$ cat config.mk
export PLATFORM = sky130hd
export DESIGN_NAME = tmcu_uart_txq
export DESIGN_NICKNAME = d
export VERILOG_FILES = /design/src/rtl/tmcu_uart_pkg.sv /design/src/rtl/tmcu_sync_fifo.sv /design/src/rtl/tmcu_uart_txq.sv
export SDC_FILE = /design/constraint.sdc
export NUM_CORES = 1
export LEC_CHECK = 0
export CAP_MARGIN = 20
export CORE_MARGIN = 1
export CORE_UTILIZATION = 40
export CTS_BUF_LIST = sky130_fd_sc_hd__clkbuf_16
export CTS_CLUSTER_SIZE = 24
export DETAILED_ROUTE_END_ITERATION = 16
export PLACE_DENSITY = 0.65
export SLEW_MARGIN = 20
export SYNTH_ARGS = -nofsm -noshare
export SYNTH_HDL_FRONTEND = slang
export SYNTH_SLANG_ARGS = --single-unit
$ cat constraint.sdc
create_clock -name clk -period 4.35 [get_ports clk]
set_clock_uncertainty 0.1 [all_clocks]
set_input_delay 0.6525 -clock clk [delete_from_list [all_inputs] [get_ports clk]]
set_output_delay 0.6525 -clock clk [all_outputs]
set_load 0.03 [all_outputs]
$ cat src/rtl/tmcu_uart_pkg.sv
// Shared types for the UART transmit queue: the drain FSM state and the default depth.
package tmcu_uart_pkg;

  typedef enum logic [1:0] {
    IDLE,
    START,
    WAIT_LO,
    WAIT_HI
  } txq_state_t;

  localparam int TXQ_DEFAULT_DEPTH = 16;

endpackage

$ cat src/rtl/tmcu_sync_fifo.sv
// Single-clock FIFO with an explicit occupancy counter and a synchronous flush.
// Rejects pushes while full and pops while empty; flush overrides both.
module tmcu_sync_fifo #(
  parameter int WIDTH = 8,
  parameter int DEPTH = 16,
  localparam int AW = $clog2(DEPTH)
) (
  input  logic             clk,
  input  logic             rst_n,
  input  logic             push_i,
  input  logic [WIDTH-1:0] push_data_i,
  input  logic             pop_i,
  input  logic             flush_i,
  output logic [WIDTH-1:0] head_o,
  output logic             full_o,
  output logic             empty_o,
  output logic [AW:0]      count_o
);

  logic [WIDTH-1:0] mem_q [DEPTH];
  logic [AW-1:0]    wr_ptr_q, wr_ptr_d;
  logic [AW-1:0]    rd_ptr_q, rd_ptr_d;
  logic [AW:0]      count_q, count_d;
  logic             push_ok;
  logic             pop_ok;

  // full/empty are taken from the pre-edge count, so a push into a full queue
  // is rejected even when a pop happens on the same edge.
  assign full_o  = (count_q == (AW+1)'(DEPTH));
  assign empty_o = (count_q == '0);
  assign count_o = count_q;
  assign head_o  = mem_q[rd_ptr_q];

  assign push_ok = push_i && !full_o && !flush_i;
  assign pop_ok  = pop_i && !empty_o && !flush_i;

  always_comb begin
    wr_ptr_d = wr_ptr_q;
    rd_ptr_d = rd_ptr_q;
    count_d  = count_q;
    if (flush_i) begin
      wr_ptr_d = '0;
      rd_ptr_d = '0;
      count_d  = '0;
    end else begin
      if (push_ok) wr_ptr_d = wr_ptr_q + AW'(1);
      if (pop_ok)  rd_ptr_d = rd_ptr_q + AW'(1);
      if (push_ok && !pop_ok)      count_d = count_q + (AW+1)'(1);
      else if (pop_ok && !push_ok) count_d = count_q - (AW+1)'(1);
    end
  end

  always_ff @(posedge clk or negedge rst_n) begin
    if (!rst_n) begin
      wr_ptr_q <= '0;
      rd_ptr_q <= '0;
      count_q  <= '0;
    end else begin
      wr_ptr_q <= wr_ptr_d;
      rd_ptr_q <= rd_ptr_d;
      count_q  <= count_d;
    end
  end

  always_ff @(posedge clk) begin
    if (push_ok) mem_q[wr_ptr_q] <= push_data_i;
  end

endmodule

$ cat src/rtl/tmcu_uart_txq.sv
// Transmit byte queue feeding the UART: buffers bus writes, hands one byte at a time to the UART.
// Optional low-water interrupt is built when TMCU_UART_TXQ_IRQ_EN is defined; otherwise irq is 0.
module tmcu_uart_txq
  import tmcu_uart_pkg::*;
#(
  parameter int DEPTH     = TXQ_DEFAULT_DEPTH,
  parameter int LOW_WATER = 2,
  localparam int AW = $clog2(DEPTH)
) (
  input  logic        clk,
  input  logic        rst_n,
  input  logic        wr_en,
  input  logic [7:0]  wr_data,
  input  logic        flush,
  output logic        full,
  output logic        empty,
  output logic [AW:0] count,
  output logic        overflow,
  output logic        busy,
  output logic        irq,
  output logic        tx_start,
  output logic [7:0]  tx_data,
  input  logic        tx_ready
);

  txq_state_t  state_q;
  logic        tx_start_q;
  logic [7:0]  tx_data_q;
  logic        overflow_q;
  logic [7:0]  fifo_head;
  logic [AW:0] fifo_count;
  logic        pop;

  tmcu_sync_fifo #(
    .WIDTH (8),
    .DEPTH (DEPTH)
  ) u_fifo (
    .clk         (clk),
    .rst_n       (rst_n),
    .push_i      (wr_en),
    .push_data_i (wr_data),
    .pop_i       (pop),
    .flush_i     (flush),
    .head_o      (fifo_head),
    .full_o      (full),
    .empty_o     (empty),
    .count_o     (fifo_count)
  );

  assign pop      = (state_q == IDLE) && !empty && tx_ready && !flush;
  assign count    = fifo_count;
  assign busy     = (state_q != IDLE) || !empty;
  assign overflow = overflow_q;
  assign tx_start = tx_start_q;
  assign tx_data  = tx_data_q;

  // Flush only touches the queue; a byte already handed to the UART runs to completion.
  always_ff @(posedge clk or negedge rst_n) begin
    if (!rst_n) begin
      state_q    <= IDLE;
      tx_start_q <= 1'b0;
      tx_data_q  <= 8'h00;
    end else begin
      tx_start_q <= 1'b0;
      case (state_q)
        IDLE: begin
          if (pop) begin
            tx_data_q  <= fifo_head;
            tx_start_q <= 1'b1;
            state_q    <= START;
          end
        end
        START:   state_q <= WAIT_LO;
        WAIT_LO: if (!tx_ready) state_q <= WAIT_HI;
        WAIT_HI: if (tx_ready) state_q <= IDLE;
        default: state_q <= IDLE;
      endcase
    end
  end

  always_ff @(posedge clk or negedge rst_n) begin
    if (!rst_n)              overflow_q <= 1'b0;
    else if (flush)          overflow_q <= 1'b0;
    else if (wr_en && full)  overflow_q <= 1'b1;
  end

`ifdef TMCU_UART_TXQ_IRQ_EN
  logic irq_q;

  always_ff @(posedge clk or negedge rst_n) begin
    if (!rst_n) irq_q <= 1'b0;
    else        irq_q <= (int'(fifo_count) <= LOW_WATER);
  end

  assign irq = irq_q;
`else
  // LOW_WATER only matters with the interrupt built in.
  logic low_water_unused;
  assign low_water_unused = (LOW_WATER < 0);
  assign irq = 1'b0;
`endif

endmodule

Fig. 1: run 1, sequential cells grouped by signal name
(3 px per um) Other sequential cells in the stronger grey, the rest of the logic in the fainter grey.
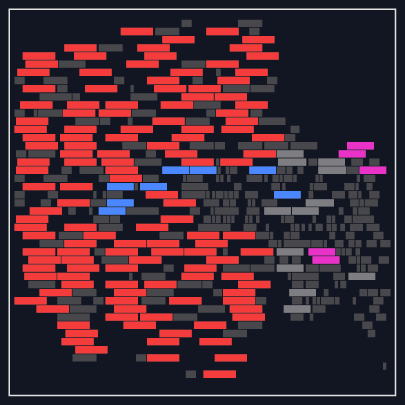
u_fifo.count_o: drawn in magenta, sequential cells 5, where east. tx_data: drawn in blue, sequential cells 8. u_fifo.mem_q: drawn in red, sequential cells 128.
Another 12 sequential cells are not coloured.
final core utilization: 48.9%
sequential cell area: 4470 um^2
sequential share of cell area: 59.5%

Fig. 2: run 1, placed cells, one colour a class
(4 px per um)
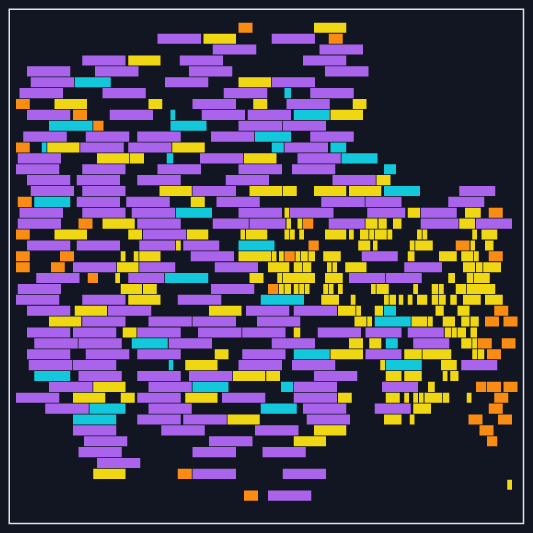
remaining buffers and delay cells: drawn in orange, cells 38, share of their area 5.0%. sequential cells: drawn in purple, cells 153, share of their area 62%. combinational and other logic: drawn in yellow, cells 179, share of their area 25%. clock drivers and dummy loads: drawn in cyan, cells 32, share of their area 8.6%.
core region area: 15400 um^2
# rows: 45
Design Area, Final: 7510 um^2

Fig. 3: run 1, M3 wires
(2 px per um)
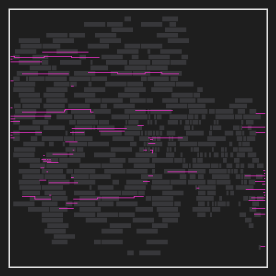
48 nets have wire on it. The layer holds 4.4% of the routed length. The wires run mostly horizontal.
DRT Wirelength: 12300 um
DR vias: 3217

==> impl_metrics.ini, run 1 <==
; generated from flow reports
[status]
status = finished clean

[worst_hold_path]
hold_class = register to register
hold_depth = 2

[cts]
cts-root-buf = clkbuf_16
clk_pin_slew_ps = 60
cts_setup_buffers = 0
cts_tree = built
cts_buffers = 17
cts_resized = 0

[power]
p_leak_nw = 2.48
p_seq_share_pct = 43.7
p_int_w = 0.00298
p_sw_share_pct = 26.8

[synthesis]
dominantRegCellSynth = edfxtp_1
ys_cells = 350
edf_count = 128

[setup_path]
crit_type = register to output pin
r2r_cells = 9
crit_required_ps = 3600

[final_timing]
finalCritPeriodShare_pct = 71.6
slew_headroom_pct = 34.6
layout_min_cycle_time_ps = 3110
drv_slew = 0
max_freq_ghz = 0.321

[global_route]
grt_pass1_wl_um = 19400
grtUsageMet3_pct = 5.59
grt_max_degree = 26
top_usage_layer = met2

[die]
chipArea_um2 = 16400
fp_util_pct = 41.5
num_io_pins = 32

[placed_design]
place_area_um2 = 6890

[finish]
final_cells = 613
finalNetCount = 416
antennaDiodeCount = 0
num-fill-cells = 1257
drive_gt1_share_pct = 23.1

[drt]
wl_per_cell_um = 20.1
drcViolationCount = 0
postRouteAntennaNets = 0

[flow_run]
cap_violations = 0
warnings = 33
run 1: state kept, by name, summed over array words and instances, names as in the netlist:
name and count:
tx_start 1, u_fifo.mem_q 128, state_q 2, u_fifo.wr_ptr_q 4, overflow 1, u_fifo.count_o 5, u_fifo.rd_ptr_q 4, tx_data 8
run 1: cells in the final DEF (no fill, tap or decap), drive strengths merged, types with 5 or more instances in the layout:
cell	instances
mux2	5
buf	8
nor2	26
o221ai	8
inv	12
edfxtp	128
clkbuf	17
a21oi	6
mux4	32
mux2i	17
nand2	24
dfrtp	25
clkinv	6
clkdlybuf4s50	30
nor3	8
o21ai	5
ha	13
run 1: cells by family after synthesis:
| logic type | synth area share [%] |
|---|---|
| flip-flops | 70.1 |
| buffers and inverters | 2.14 |
| AND-OR/OR-AND | 3.40 |
| other | 0.0588 |
| adder cells (fa/ha/maj) | 2.87 |
| XOR/XNOR | 1.10 |
| multiplexers | 14.9 |
| AND/OR/NAND/NOR | 5.44 |
run 1: through the flow:
step	total power, W	setup slack, ps	hold WS (ps)	util [%]
floorplan	0.00231	1370	257	-
global route	0.00425	1070	447	48.9
finish	0.00407	1240	395	48.9
global placement	0.00255	1120	391	44.8
detailed placement	0.00257	1040	385	44.8
CTS	0.00411	1200	399	48.9
run 1: worst max-delay path, stage by stage, from the launching register on:
cell	delay, ps
dfrtp_1	460
or4_4	640
nor2_1	160
clkdlybuf4s50_1	680
run 1: final cells by class:
cell class	instances	area, um^2	share of cell area (%)
sequential	153	4470	59.5
multi-input combinational	172	1770	23.5
clock buffer	17	425	5.66
timing repair buffer	38	360	4.80
tap	211	264	3.51
clock inverter	15	196	2.61
inverter	7	28.8	0.383
run 1: worst max-delay path by stage:
stage	from	endpoint	slack, ps
final	u_fifo.count_o[1]$_DFFE_PN0P_	full	1240
after global routing	u_fifo.count_o[0]$_DFFE_PN0P_	u_fifo.count_o[4]$_DFFE_PN0P_	1070
after CTS	u_fifo.count_o[1]$_DFFE_PN0P_	full	1200
after detailed placement	wr_en	u_fifo.count_o[4]$_DFFE_PN0P_	1040
after global placement	wr_en	u_fifo.count_o[4]$_DFFE_PN0P_	1120
after floorplan	u_fifo.count_o[1]$_DFFE_PN0P_	u_fifo.count_o[4]$_DFFE_PN0P_	1370
run 1: layer usage:
| metal | part of all wire, % | routed length [um] | vias up |
|---|---|---|---|
| met5 | 0 | 0 | - |
| met4 | 2.2 | 271 | 0 |
| met3 | 4.4 | 543 | 29 |
| met2 | 49 | 6100 | 86 |
| met1 | 44 | 5420 | 1658 |
| li1 | - | - | 1444 |
run 1: power by group through the flow:
| stage | combinational [W] | clock (W) | sequential [W] |
|---|---|---|---|
| 2_1_floorplan | 0.000428 | 0 | 0.00189 |
| 3_3_place_gp | 0.000740 | 0 | 0.00181 |
| 3_5_place_dp | 0.000762 | 0 | 0.00181 |
| 4_1_cts | 0.000766 | 0.00157 | 0.00178 |
| 5_1_grt | 0.000823 | 0.00163 | 0.00179 |
| 6_report | 0.000756 | 0.00153 | 0.00178 |
Fig. 4: run 1, sizing map
(3 px per um)
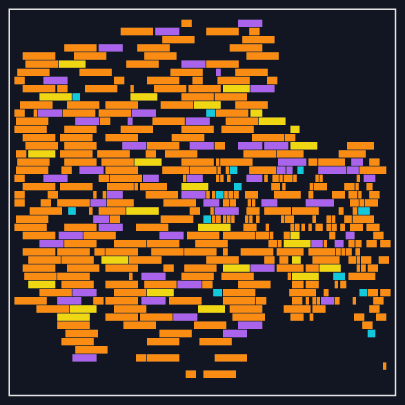

==> run 1 -> run 2 <==
clock period = 3 ns   (was 4.35 ns; I/O delays follow)
Fig. 5: run 2, sizing map
(3 px per um)
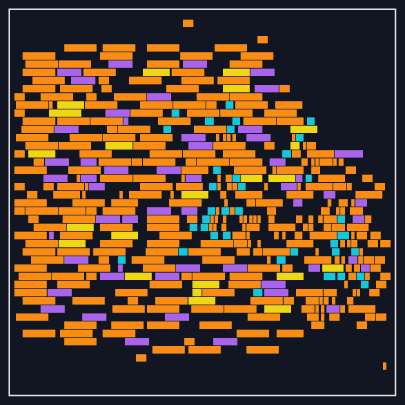
_0 and _1 cells: drawn in orange, cells 309. _2 cells: drawn in purple, cells 53. _6 and larger: drawn in yellow, cells 22. _3 and _4 cells: drawn in cyan, cells 36.
fin worst setup slack: 79.8 ps
Design Area, Final: 7600 um^2
Layout area overhead: 19.2%

Fig. 6: run 2, M3 wires
(2 px per um)
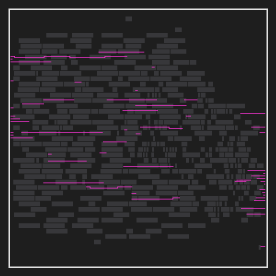
The wires run mostly horizontal. The layer holds 4.3% of the routed length.
DRT Wirelength: 12600 um
GRT met3 Usage: 4.38%
DR vias: 3252

==> run 2 against run 1 <==
- worst setup slack got worse by 1200 ps
- non-clock buffer count increased by 19
- combinational power increased by 55%
- critical endpoint unchanged
- clock power increased by about 30%
- routed wire length increased by 2.4%
==> impl_metrics.ini, run 2 <==
; generated from flow reports
[finish]
antennaDiodeCount = 0
layout_top_cells = 128 x edfxtp_1, 32 x mux4_2, 30 x clkdlybuf4s50_1, 26 x buf_4, 25 x nor2_1
final_cells = 631
regMostFlops = u_fifo.mem_q
drive_gt1_share_pct = 26.4
finalNetCount = 435

[drt]
met3_length_um = 541
wl_met1_um = 5570
routed.top_layer = met4
drcViolationCount = 0
wl_per_cell_um = 20.0

[setup_path]
crit_required_ps = 2450
slowest_stage = clkdlybuf4s50_1
crit_type = register to output pin
cpPeakStageDelay_ps = 690
worstPathCellList = or4_4 -> buf_4 -> nor2_1 -> clkdlybuf4s50_1

[worst_hold_path]
hold_class = input pin to asynchronous set/reset pin

[synthesis]
dominantRegCellSynth = edfxtp_1
ys_cells = 350
aoi_share_pct = 3.40
ys_sh_mux_pct = 14.9
synth_xor_xnor_area_share_pct = 1.10
ys_sh_simple_pct = 5.44

[power]
p_sw_share_pct = 28.2
p_seq_share_pct = 44.8
p_leak_nw = 2.54

[cts]
clk_pin_slew_ps = 60
cts_tree = built
cts-root-buf = clkbuf_16
cts_buffers = 17

[die]
rows = 45
fp_util_pct = 41.5
chipArea_um2 = 16400

[final_timing]
max_freq_ghz = 0.342
layout_min_cycle_time_ps = 2920
finalCritPeriodShare_pct = 97.3
slew_headroom_pct = 48.6

[status]
status = finished clean
run 2: cell counts after synthesis:
Identical to the previous run, type by type.
run 2: logic make-up after synthesis:
family	Yosys count
compound gates	23
xor+xnor	8
fa+ha+maj	14
buf+inv	25
flops	153
mux	54
other cells	1
simple gates	72
run 2: path summary, 6_finish.rpt:
check                      cells after the start                            end                           from  slack (ps)
min reg2reg                                    2         tx_data[6]$_DFFE_PN0P_         tx_data[6]$_DFFE_PN0P_         400
min in group clk                               2         tx_data[6]$_DFFE_PN0P_         tx_data[6]$_DFFE_PN0P_         400
min                                            1         state_q[1]$_DFFE_PN0P_                          rst_n         380
max                                            4                           full  u_fifo.count_o[1]$_DFFE_PN0P_          80
max in group asynchronous                      2         tx_data[2]$_DFFE_PN0P_                          rst_n        1770
max reg2reg                                    9  u_fifo.count_o[4]$_DFFE_PN0P_  u_fifo.count_o[1]$_DFFE_PN0P_         190
run 2: final cells by class:
| class | instances | area [um^2] |
|---|---|---|
| tap | 211 | 264 |
| fill | 1262 | 7770 |
| multi-input combinational | 172 | 1770 |
| timing repair buffer | 57 | 515 |
| inverter | 7 | 28.8 |
| clock inverter | 14 | 125 |
| clock buffer | 17 | 425 |
| sequential | 153 | 4470 |
run 2: power by group through the flow:
stage,clock [W],combinational (W),sequential (W)
floorplan,0,0.000620,0.00273
global placement,0,0.00114,0.00259
detailed placement,0,0.00118,0.00260
CTS,0.00202,0.00118,0.00256
global route,0.00211,0.00128,0.00257
finish,0.00199,0.00117,0.00256
run 2: per-layer routing:
metal | vias to the layer above | GRT usage (%)
met5 | - | 0
met4 | 0 | 5.40
met3 | 10 | 4.38
met2 | 77 | 28.5
met1 | 1684 | 21.8
li1 | 1481 | -
run 2: through the flow:
step | instance area (um^2) | total power [W] | hold WS (ps) | setup WS (ps)
floorplan | 6370 | 0.00335 | 54.4 | 21.5
global placement | 7050 | 0.00373 | 402 | 175
detailed placement | 7050 | 0.00377 | 379 | 110
CTS | 7600 | 0.00576 | 404 | 71.1
global route | 7600 | 0.00597 | 446 | 12.9
finish | 7600 | 0.00571 | 382 | 79.8
run 2: worst max-delay path, delay by kind of cell, from the launching register on:
family	cells	cell delay, ps
DFF	1	390
buffers and inverters	2	870
and+or+nand+nor	2	690
Power and IR drop assume default switching activity.
